File: config.mk
export PLATFORM = sky130hd
export DESIGN_NAME = mul_seq_ctrl
export DESIGN_NICKNAME = d
export VERILOG_FILES = /design/src/rtl/mul_seq_pkg.sv /design/src/rtl/multiplier_2bit.sv /design/src/rtl/mul_seq_ctrl.sv
export SDC_FILE = /design/constraint.sdc
export NUM_CORES = 1
export LEC_CHECK = 0
export CORE_MARGIN = 2
export CORE_UTILIZATION = 35
export DETAILED_ROUTE_END_ITERATION = 8
export PLACE_DENSITY = 0.66
export SLEW_MARGIN = 0
export SYNTH_ARGS = -nofsm -noshare
export SYNTH_HDL_FRONTEND = slang
export SYNTH_SLANG_ARGS = --single-unit
File: constraint.sdc
create_clock -name clk -period 6.4 [get_ports clk]
set_input_delay 0.96 -clock clk [delete_from_list [all_inputs] [get_ports clk]]
set_output_delay 0.96 -clock clk [all_outputs]
set_load 0.02 [all_outputs]
File: src/rtl/mul_seq_pkg.sv
// Shared definitions for the sequential 2-bit-digit multiplier.
//   state_t  : controller states IDLE / RUN / DONE
//   DIGIT_W  : width of one operand digit fed to the 2x2 multiplier cell
package mul_seq_pkg;

  localparam int DIGIT_W = 2;

  typedef enum logic [1:0] {
    IDLE = 2'd0,
    RUN  = 2'd1,
    DONE = 2'd2
  } state_t;

endpackage

File: src/rtl/multiplier_2bit.sv
// 2x2 unsigned multiplier cell (purely combinational).
// Ports:
//   a [1:0] : unsigned digit
//   b [1:0] : unsigned digit
//   p [3:0] : a*b, at most 9, never truncated
module multiplier_2bit
  import mul_seq_pkg::*;
(
  input  logic [DIGIT_W-1:0]   a,
  input  logic [DIGIT_W-1:0]   b,
  output logic [2*DIGIT_W-1:0] p
);

  assign p = {{DIGIT_W{1'b0}}, a} * {{DIGIT_W{1'b0}}, b};

endmodule

File: src/rtl/mul_seq_ctrl.sv
// Sequential unsigned multiplier: walks every pair of 2-bit digits of the
// latched operands, one pair per clock, accumulating the shifted 2x2 partial
// products into a 2*WIDTH-bit accumulator.
//
// Parameters:
//   WIDTH : operand width, even and >= 4
// Ports:
//   clk   : clock, rising edge
//   rst_n : synchronous active-low reset
//   start : request a multiply (sampled only in IDLE, with a and b)
//   a, b  : unsigned operands
//   busy  : high while in RUN
//   done  : one-cycle pulse when p holds a new product
//   p     : registered product, held until replaced by the next result
//
// Build option:
//   MUL_SEQ_SKIP_ZERO_EN : when defined, an all-zero digit of a is skipped in
//                          one cycle instead of walking all digits of b.
module mul_seq_ctrl
  import mul_seq_pkg::*;
#(
  parameter int WIDTH = 8
) (
  input  logic               clk,
  input  logic               rst_n,
  input  logic               start,
  input  logic [WIDTH-1:0]   a,
  input  logic [WIDTH-1:0]   b,
  output logic               busy,
  output logic               done,
  output logic [2*WIDTH-1:0] p
);

  localparam int NDIG  = WIDTH / DIGIT_W;
  localparam int IDX_W = (NDIG > 1) ? $clog2(NDIG) : 1;
  localparam int PW    = 2 * WIDTH;
  localparam logic [IDX_W-1:0] LAST = IDX_W'(NDIG - 1);

  state_t             state_q, state_d;
  logic [WIDTH-1:0]   a_q, a_d;
  logic [WIDTH-1:0]   b_q, b_d;
  logic [PW-1:0]      acc_q, acc_d;
  logic [PW-1:0]      p_q, p_d;
  logic [IDX_W-1:0]   i_q, i_d;
  logic [IDX_W-1:0]   j_q, j_d;

  logic [DIGIT_W-1:0]   a_dig;
  logic [DIGIT_W-1:0]   b_dig;
  logic [2*DIGIT_W-1:0] pp;
  logic [IDX_W+1:0]     shamt;
  logic [PW-1:0]        pp_sh;
  logic                 skip;

  // Digit selects: digit k occupies bits [2k+1:2k].
  assign a_dig = a_q[{i_q, 1'b0} +: DIGIT_W];
  assign b_dig = b_q[{j_q, 1'b0} +: DIGIT_W];

  multiplier_2bit u_mul2 (
    .a (a_dig),
    .b (b_dig),
    .p (pp)
  );

  // Weight of the digit pair is 4^(i+j), i.e. a shift of 2*(i+j).
  assign shamt = ({2'b00, i_q} + {2'b00, j_q}) << 1;
  assign pp_sh = PW'(pp) << shamt;

`ifdef MUL_SEQ_SKIP_ZERO_EN
  // Only decided at the start of a row so a row is either fully walked or
  // skipped as a whole.
  assign skip = (j_q == '0) && (a_dig == '0);
`else
  assign skip = 1'b0;
`endif

  always_comb begin
    state_d = state_q;
    a_d     = a_q;
    b_d     = b_q;
    acc_d   = acc_q;
    p_d     = p_q;
    i_d     = i_q;
    j_d     = j_q;
    case (state_q)
      IDLE: begin
        if (start) begin
          a_d     = a;
          b_d     = b;
          acc_d   = '0;
          i_d     = '0;
          j_d     = '0;
          state_d = RUN;
        end
      end
      RUN: begin
        if (skip) begin
          if (i_q == LAST) begin
            p_d     = acc_q;
            state_d = DONE;
          end else begin
            i_d = i_q + IDX_W'(1);
          end
        end else begin
          // Sum of all shifted partials equals a*b < 2^PW, so no wrap.
          acc_d = acc_q + pp_sh;
          if (j_q == LAST) begin
            j_d = '0;
            if (i_q == LAST) begin
              p_d     = acc_q + pp_sh;
              state_d = DONE;
            end else begin
              i_d = i_q + IDX_W'(1);
            end
          end else begin
            j_d = j_q + IDX_W'(1);
          end
        end
      end
      DONE: begin
        state_d = IDLE;
      end
      default: begin
        state_d = IDLE;
      end
    endcase
  end

  always_ff @(posedge clk) begin
    if (!rst_n) begin
      state_q <= IDLE;
      acc_q   <= '0;
      p_q     <= '0;
      i_q     <= '0;
      j_q     <= '0;
    end else begin
      state_q <= state_d;
      acc_q   <= acc_d;
      p_q     <= p_d;
      i_q     <= i_d;
      j_q     <= j_d;
    end
  end

  // Operand holding registers need no reset: they are always loaded before use.
  always_ff @(posedge clk) begin
    a_q <= a_d;
    b_q <= b_d;
  end

  assign busy = (state_q == RUN);
  assign done = (state_q == DONE);
  assign p    = p_q;

endmodule
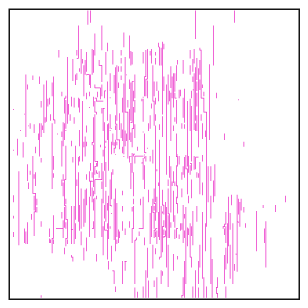
Figure 1: run 1, metal 2.
Drawn at 3 px/µm.
The layer carries 3040 µm of wire. 332 nets have wire on it. The longest straight run is 38.1 µm. The wires run mostly vertical. The layer holds 45% of the routed length.
wirelength, routed: 6720 µm
met2 track demand over resource: 0.259
detailed-route via count: 2354

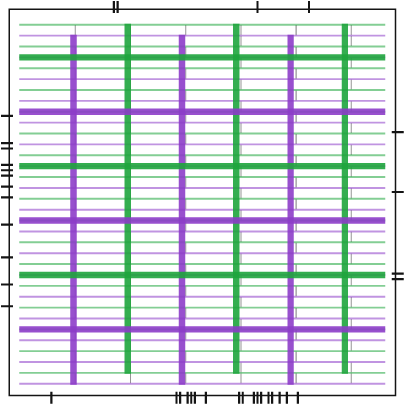
Figure 2: run 1, PDN straps and rails.
Drawn at 4 px/µm. Pins as bars on the die edge. Tap cells in grey.
Key: VDD = green; VSS = purple
6 straps on met5. 37 signal pins sit on the boundary. The core has 33 rows.
Die Ht: 96.2 µm
peak supply drop: 0.0886 mV
Die X: 96.2 µm
Placeable Area: 0.00822 mm²

==> reports/results.tsv, run 1 <==
stage	metric	value	unit
synthesis	most instantiated cells after synthesis	45 x nand2_1, 38 x dfxtp_1, 22 x nor2_1	
synthesis	Synthesized registers	54	
power	PnR Total Power	0.000677	W
worst_hold_path	hold path depth	2	
power	switching share of total power	0.242	
worst_setup_path	CP peak stage delay	0.58	ns
power	Clock Power Share	0.354	
synthesis	Simple Share, Synth	0.182	
detailed_routing	antenna violation net count after detailed routing	0	
worst_setup_path	Slowest-stage cell, CP	mux4_2	
cts	Sink Count	54	
status	outcome	complete, no violations	
timing	fmax	255	MHz
detailed_routing	routed length on met1	3270	µm
placed_design	placed cell count	454	
cts	CTS root buf	clkbuf_8	
synthesis	main logic family after synthesis	AND-OR/OR-AND gates	
job	tool warnings	27	
power	Logic pwr share	0.103	
synthesis	yosys xor share	0.0383	
power	Max power group	registers	
cells_and_area	Logic cell area	0.00164	mm²
floorplanning	Core Util at FP	0.362	
power	Seq power	0.000367	W
synthesis	net count after synthesis	364	
placed_design	PortBufs	36	
power	Power Clock	0.000240	W
worst_hold_path	type of the worst min-delay path	reg2reg	
global_routing	initial antenna violation count	0	
cells_and_area	Area growth, synth to finish	19.4	%
synthesis	synthesized instance count	322	
synthesis	Post-Synthesis Cell Area	0.00297	mm²
global_routing	busiest grt layer	met2	
synthesis	YS chip area	0.00297	mm²
detailed_routing	WL met3	269	µm
timing	cycle use final	0.614	
synthesis	aoi share	0.192	
worst_setup_path	Worst R2R Setup Slack	2.47	ns
timing	Final Hold Viols	0	
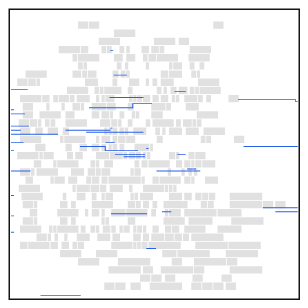
Figure 3: run 1, met3 routing.
Drawn at 3 px/µm.
The layer carries 269 µm of wire. 30 nets have wire on it. The layer holds 4.0% of the routed length. The wires run mostly horizontal.
GRT met3 Usage: 0.0298

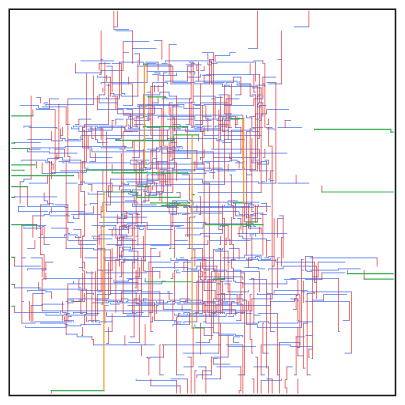
Figure 4: run 1, signal wires by layer.
Drawn at 4 px/µm.
Key: M4 = orange [wire length 145 µm]; M2 = red [wire length 3040 µm]; M1 = blue [wire length 3270 µm]; M3 = green [wire length 269 µm]
wire length per cell: 14.6 µm
Total GRT Usage: 0.162

-- run 1: final cells by class --
| type | instances | share of cell area |
|---|---|---|
| Multi-Input combinational cell | 245 | 0.462 |
| Sequential cell | 54 | 0.350 |
| Timing Repair Buffer | 38 | 0.106 |
| Tap cell | 105 | 0.0370 |
| Clock buffer | 5 | 0.0194 |
| Clock inverter | 3 | 0.0137 |
| Inverter | 12 | 0.0127 |
-- run 1: worst max-delay path: cells and delay by family (launching register included) --
| kind | cells | cell delay, ns |
|---|---|---|
| AND-OR/OR-AND | 6 | 1.41 |
| multiplexers | 1 | 0.58 |
| AND/OR/NAND/NOR | 4 | 0.52 |
| adder cells (fa/ha/maj) | 3 | 0.83 |
| flip-flops | 1 | 0.50 |
Figure 5. Clock wiring as the flow saved it (run 1).
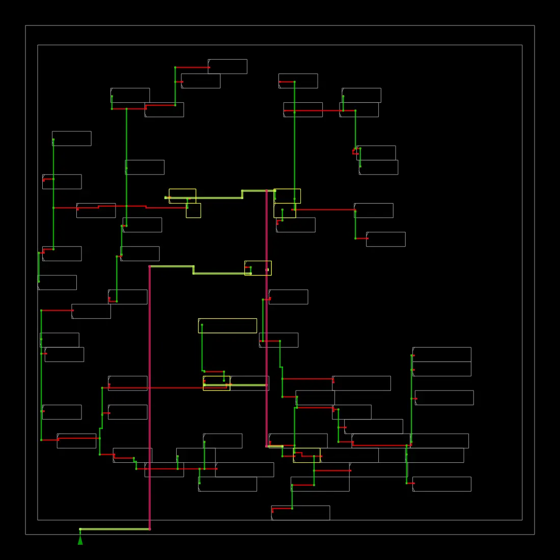

==> run 2, diff against run 1 <==
--- a/config.mk
+++ b/config.mk
@@ -8,7 +8,7 @@
 export CORE_MARGIN = 2
 export CORE_UTILIZATION = 35
 export DETAILED_ROUTE_END_ITERATION = 8
-export PLACE_DENSITY = 0.66
+export PLACE_DENSITY = 0.68
 export SLEW_MARGIN = 0
 export SYNTH_ARGS = -nofsm -noshare
 export SYNTH_HDL_FRONTEND = slang
==> constraint.sdc (replaced) <==
create_clock -name clk -period 3.23 [get_ports clk]
set_input_delay 0.4845 -clock clk [delete_from_list [all_inputs] [get_ports clk]]
set_output_delay 0.4845 -clock clk [all_outputs]
set_load 0.02 [all_outputs]
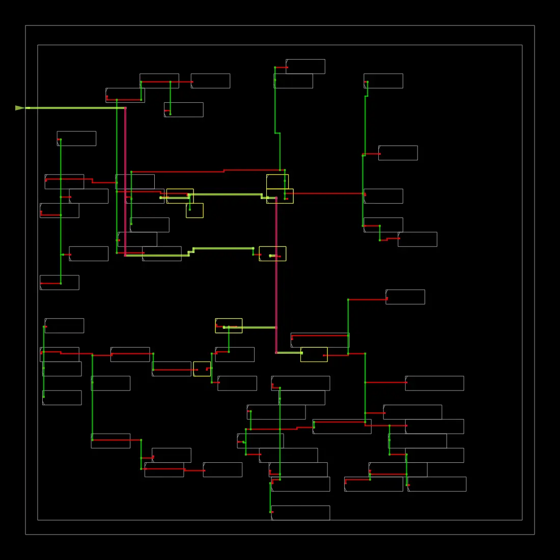
Figure 6: run 2, clock wiring as the flow saved it.
cts bufs inserted: 5
Flops: 54
Clock Latency Late Sink: 0.32 ns
Power Clock: 0.000414 W
clock buf count: 5

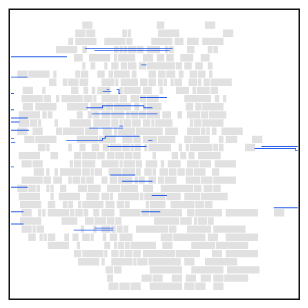
Figure 7: run 2, met3 routing.
Drawn at 3 px/µm.
The wires run mostly horizontal. The layer holds 3.6% of the routed length. The layer carries 301 µm of wire.

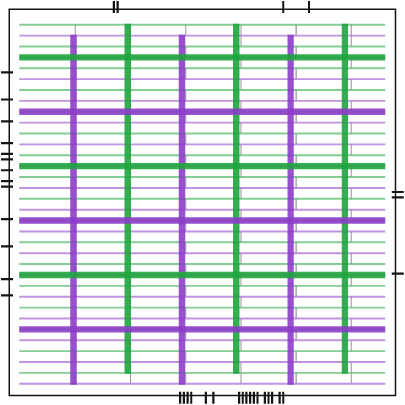
Figure 8: run 2, PDN straps and rails.
Drawn at 4 px/µm. Pins as bars on the die edge. Tap cells in grey.
Key: VSS = purple; VDD = green
The core has 33 rows. 34 met1 rails follow the rows.
peak supply drop: 0.254 mV

==> reports/results.tsv, run 2 <==
stage	metric	value	unit	change
cells_and_area	Seq area share	0.283		was 0.350
detailed_routing	routed length on met1	3850	µm	was 3270 µm
global_routing	Total GRT Usage	0.183		was 0.162
synthesis	net count after synthesis	364		unchanged
synthesis	Synthesized registers	54		unchanged
timing	fmax	293	MHz	was 255 MHz
power	Max power group	registers		unchanged
floorplanning	Die Ht	96.2	µm	unchanged
status	failing checks	negative setup slack		
cells_and_area	Buffers, non-clock	94		was 38
timing	cycle use final	1.06		was 0.614
power	Logic pwr share	0.165		was 0.103
timing	Final WS setup	-0.188	ns	was 2.47 ns
synthesis	yosys xor share	0.0383		unchanged
worst_setup_path	delay-heaviest family, CP	simple AND/OR/NAND/NOR gates		was AND-OR/OR-AND gates
synthesis	YS chip area	0.00297	mm²	unchanged
global_routing	GRT met3 Usage	0.0298		unchanged
global_routing	met2 track demand over resource	0.303		was 0.259
detailed_routing	antenna violation net count after detailed routing	0		unchanged
job	tool warnings	30		was 27
cells_and_area	largest cell class by area	logic gates		unchanged
synthesis	Post-Synthesis Cell Area	0.00297	mm²	unchanged
synthesis	Simple Share, Synth	0.182		unchanged
timing	final setup violation count	15		was 0
synthesis	most instantiated cells after synthesis	45 x nand2_1, 38 x dfxtp_1, 22 x nor2_1		unchanged
cells_and_area	Comb gates	245		unchanged
cells_and_area	Signal buf overhead	0.190		was 0.106
cells_and_area	Inverters	12		unchanged
floorplanning	Die X	96.2	µm	unchanged
floorplanning	num tapcells	105		unchanged
power	switching share of total power	0.273		was 0.242
synthesis	aoi share	0.192		unchanged
cells_and_area	clk tree area frac	0.0221		was 0.0331
worst_setup_path	Slowest-stage cell, CP	mux4_2		unchanged
global_routing	busiest grt layer	met2		unchanged
synthesis	main logic family after synthesis	AND-OR/OR-AND gates		unchanged
detailed_routing	detailed-route via count	2687		was 2354
power	Seq power	0.000726	W	was 0.000367 W
worst_setup_path	worst path bufs/invs	2		was 0
synthesis	synthesized instance count	322		unchanged
status	outcome	finished, violations left		was complete, no violations
cells_and_area	Area growth, synth to finish	48.5	%	was 19.4%
floorplanning	Placeable Area	0.00822	mm²	unchanged
floorplanning	Core Util at FP	0.362		unchanged
cells_and_area	combinational share of cell area	0.466		was 0.462
worst_hold_path	type of the worst min-delay path	reg2reg		unchanged
detailed_routing	WL met3	301	µm	was 269 µm
-- run 2: netlist changes by cell type in the layout (fill, tap and decap cells not counted), moves of 5 or more --
| cell | change |
|---|---|
| nor2_2 | +5 |
| o21ai_1 | +5 |
| xnor2_2 | +6 |
| ha_1 | -6 |
| a21oi_2 | +8 |
| nor2_1 | -8 |
| buf_4 | +46 |
| a21oi_1 | -11 |
| o21ai_0 | -10 |
| xnor2_1 | -6 |
| a31oi_1 | -5 |
| buf_6 | +9 |
-- run 2: path summary, 6_finish.rpt --
kind | end | slack [ns] | cells after the start
max | acc_q[15]$_SDFFE_PN0P_ | -0.19 | 15
min | acc_q[13]$_SDFFE_PN0P_ | 0.46 | 2
max reg2reg | acc_q[15]$_SDFFE_PN0P_ | -0.19 | 15
min reg2reg | acc_q[13]$_SDFFE_PN0P_ | 0.46 | 2
Figure 9. Signal wires by layer (run 2).
Drawn at 4 px/µm.
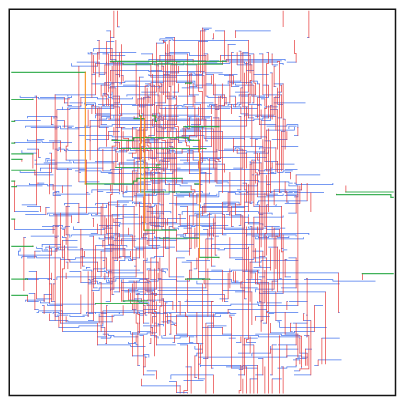

==> run 3, diff against run 2 <==
--- a/config.mk
+++ b/config.mk
@@ -13,3 +13,4 @@
 export SYNTH_ARGS = -nofsm -noshare
 export SYNTH_HDL_FRONTEND = slang
 export SYNTH_SLANG_ARGS = --single-unit
+export TNS_END_PERCENT = 30
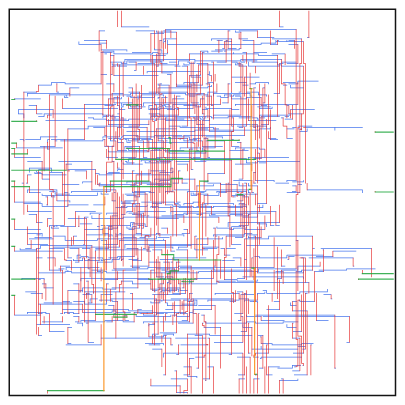
Figure 10: run 3, signal wires by layer.
Drawn at 4 px/µm.
Key: M3 = green [wire length 234 µm]; M4 = orange [wire length 122 µm]; M2 = red [wire length 3610 µm]; M1 = blue [wire length 3760 µm]

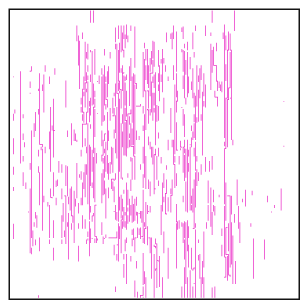
Figure 11: run 3, metal 2.
Drawn at 3 px/µm.
389 nets have wire on it. The layer holds 47% of the routed length. The longest straight run is 42.7 µm. The wires run mostly vertical. The layer carries 3610 µm of wire.
met2 track demand over resource: 0.289
detailed-route via count: 2612
wirelength, routed: 7720 µm

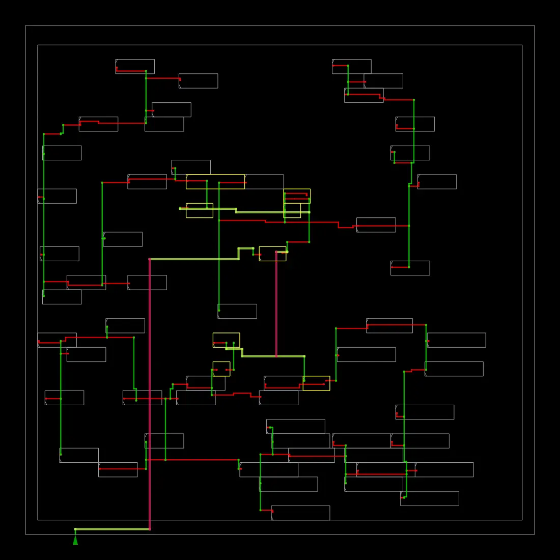
Figure 12: run 3, clock wiring as the flow saved it.
Sink Count: 54
Clock Skew: 0.00799 ns
Power Clock: 0.000488 W

==> reports/results.tsv, run 3 <==
stage	metric	value	unit	change
floorplanning	Die Ht	96.2	µm	unchanged
cells_and_area	Logic cell area	0.00191	mm²	was 0.00206 mm²
floorplanning	Placeable Area	0.00822	mm²	unchanged
global_routing	busiest grt layer	met2		unchanged
synthesis	main logic family after synthesis	AND-OR/OR-AND gates		unchanged
power	Clock Power Share	0.343		was 0.303
synthesis	synthesized instance count	322		unchanged
synthesis	Synthesized registers	54		unchanged
timing	Final WS setup	-0.0930	ns	was -0.188 ns
detailed_routing	antenna violation net count after detailed routing	0		unchanged
worst_setup_path	r2r endpoint	acc_q[13]$_SDFFE_PN0P_		was acc_q[15]$_SDFFE_PN0P_
detailed_routing	routed length on met1	3760	µm	was 3850 µm
power	Seq power	0.000726	W	about the same
power	PnR Total Power	0.00142	W	was 0.00137 W
cts	cts bufs inserted	5		unchanged
power	peak supply drop	0.204	mV	was 0.254 mV
power	switching share of total power	0.254		was 0.273
timing	final setup violation count	12		was 15
synthesis	aoi share	0.192		unchanged
status	outcome	finished, violations left		unchanged
worst_setup_path	CP endpoint	acc_q[13]$_SDFFE_PN0P_		was acc_q[15]$_SDFFE_PN0P_
detailed_routing	wire length per cell	15.1	µm	was 16.0 µm
power	Logic pwr share	0.147		was 0.165
detailed_routing	WL met3	233	µm	was 301 µm
status	failing checks	negative setup slack		unchanged
cells_and_area	Area growth, synth to finish	41.3	%	was 48.5%
cts	CTS root buf	clkbuf_8		unchanged
==> run 3: cell type report <==
cell class              instances  share of cell area
well taps                     105              0.0313
flip-flops and latches         54               0.297
inverters                      12              0.0107
repair buffers                 87               0.180
clock buffers                   5              0.0164
clock inverters                 3              0.0113
multi-input cells             245               0.454
==> run 3: worst max-delay path, delay by kind of cell (launching register included) <==
kind / cells / cell delay (ns)
compound gates: 5 / 0.95
fa+ha+maj: 3 / 0.69
mux: 1 / 0.48
flops: 1 / 0.41
simple gates: 3 / 0.38
xor+xnor: 1 / 0.16
buf+inv: 1 / 0.12
==> run 3: stage by stage <==
step,util,hold slack (ns)
after floorplan,-,0.429
after global placement,0.466,0.452
after detailed placement,0.466,0.459
after CTS,0.494,0.478
after global routing,0.511,0.498
final,0.511,0.468
Power figures rest on the tool's default switching activity, not on a simulated workload.
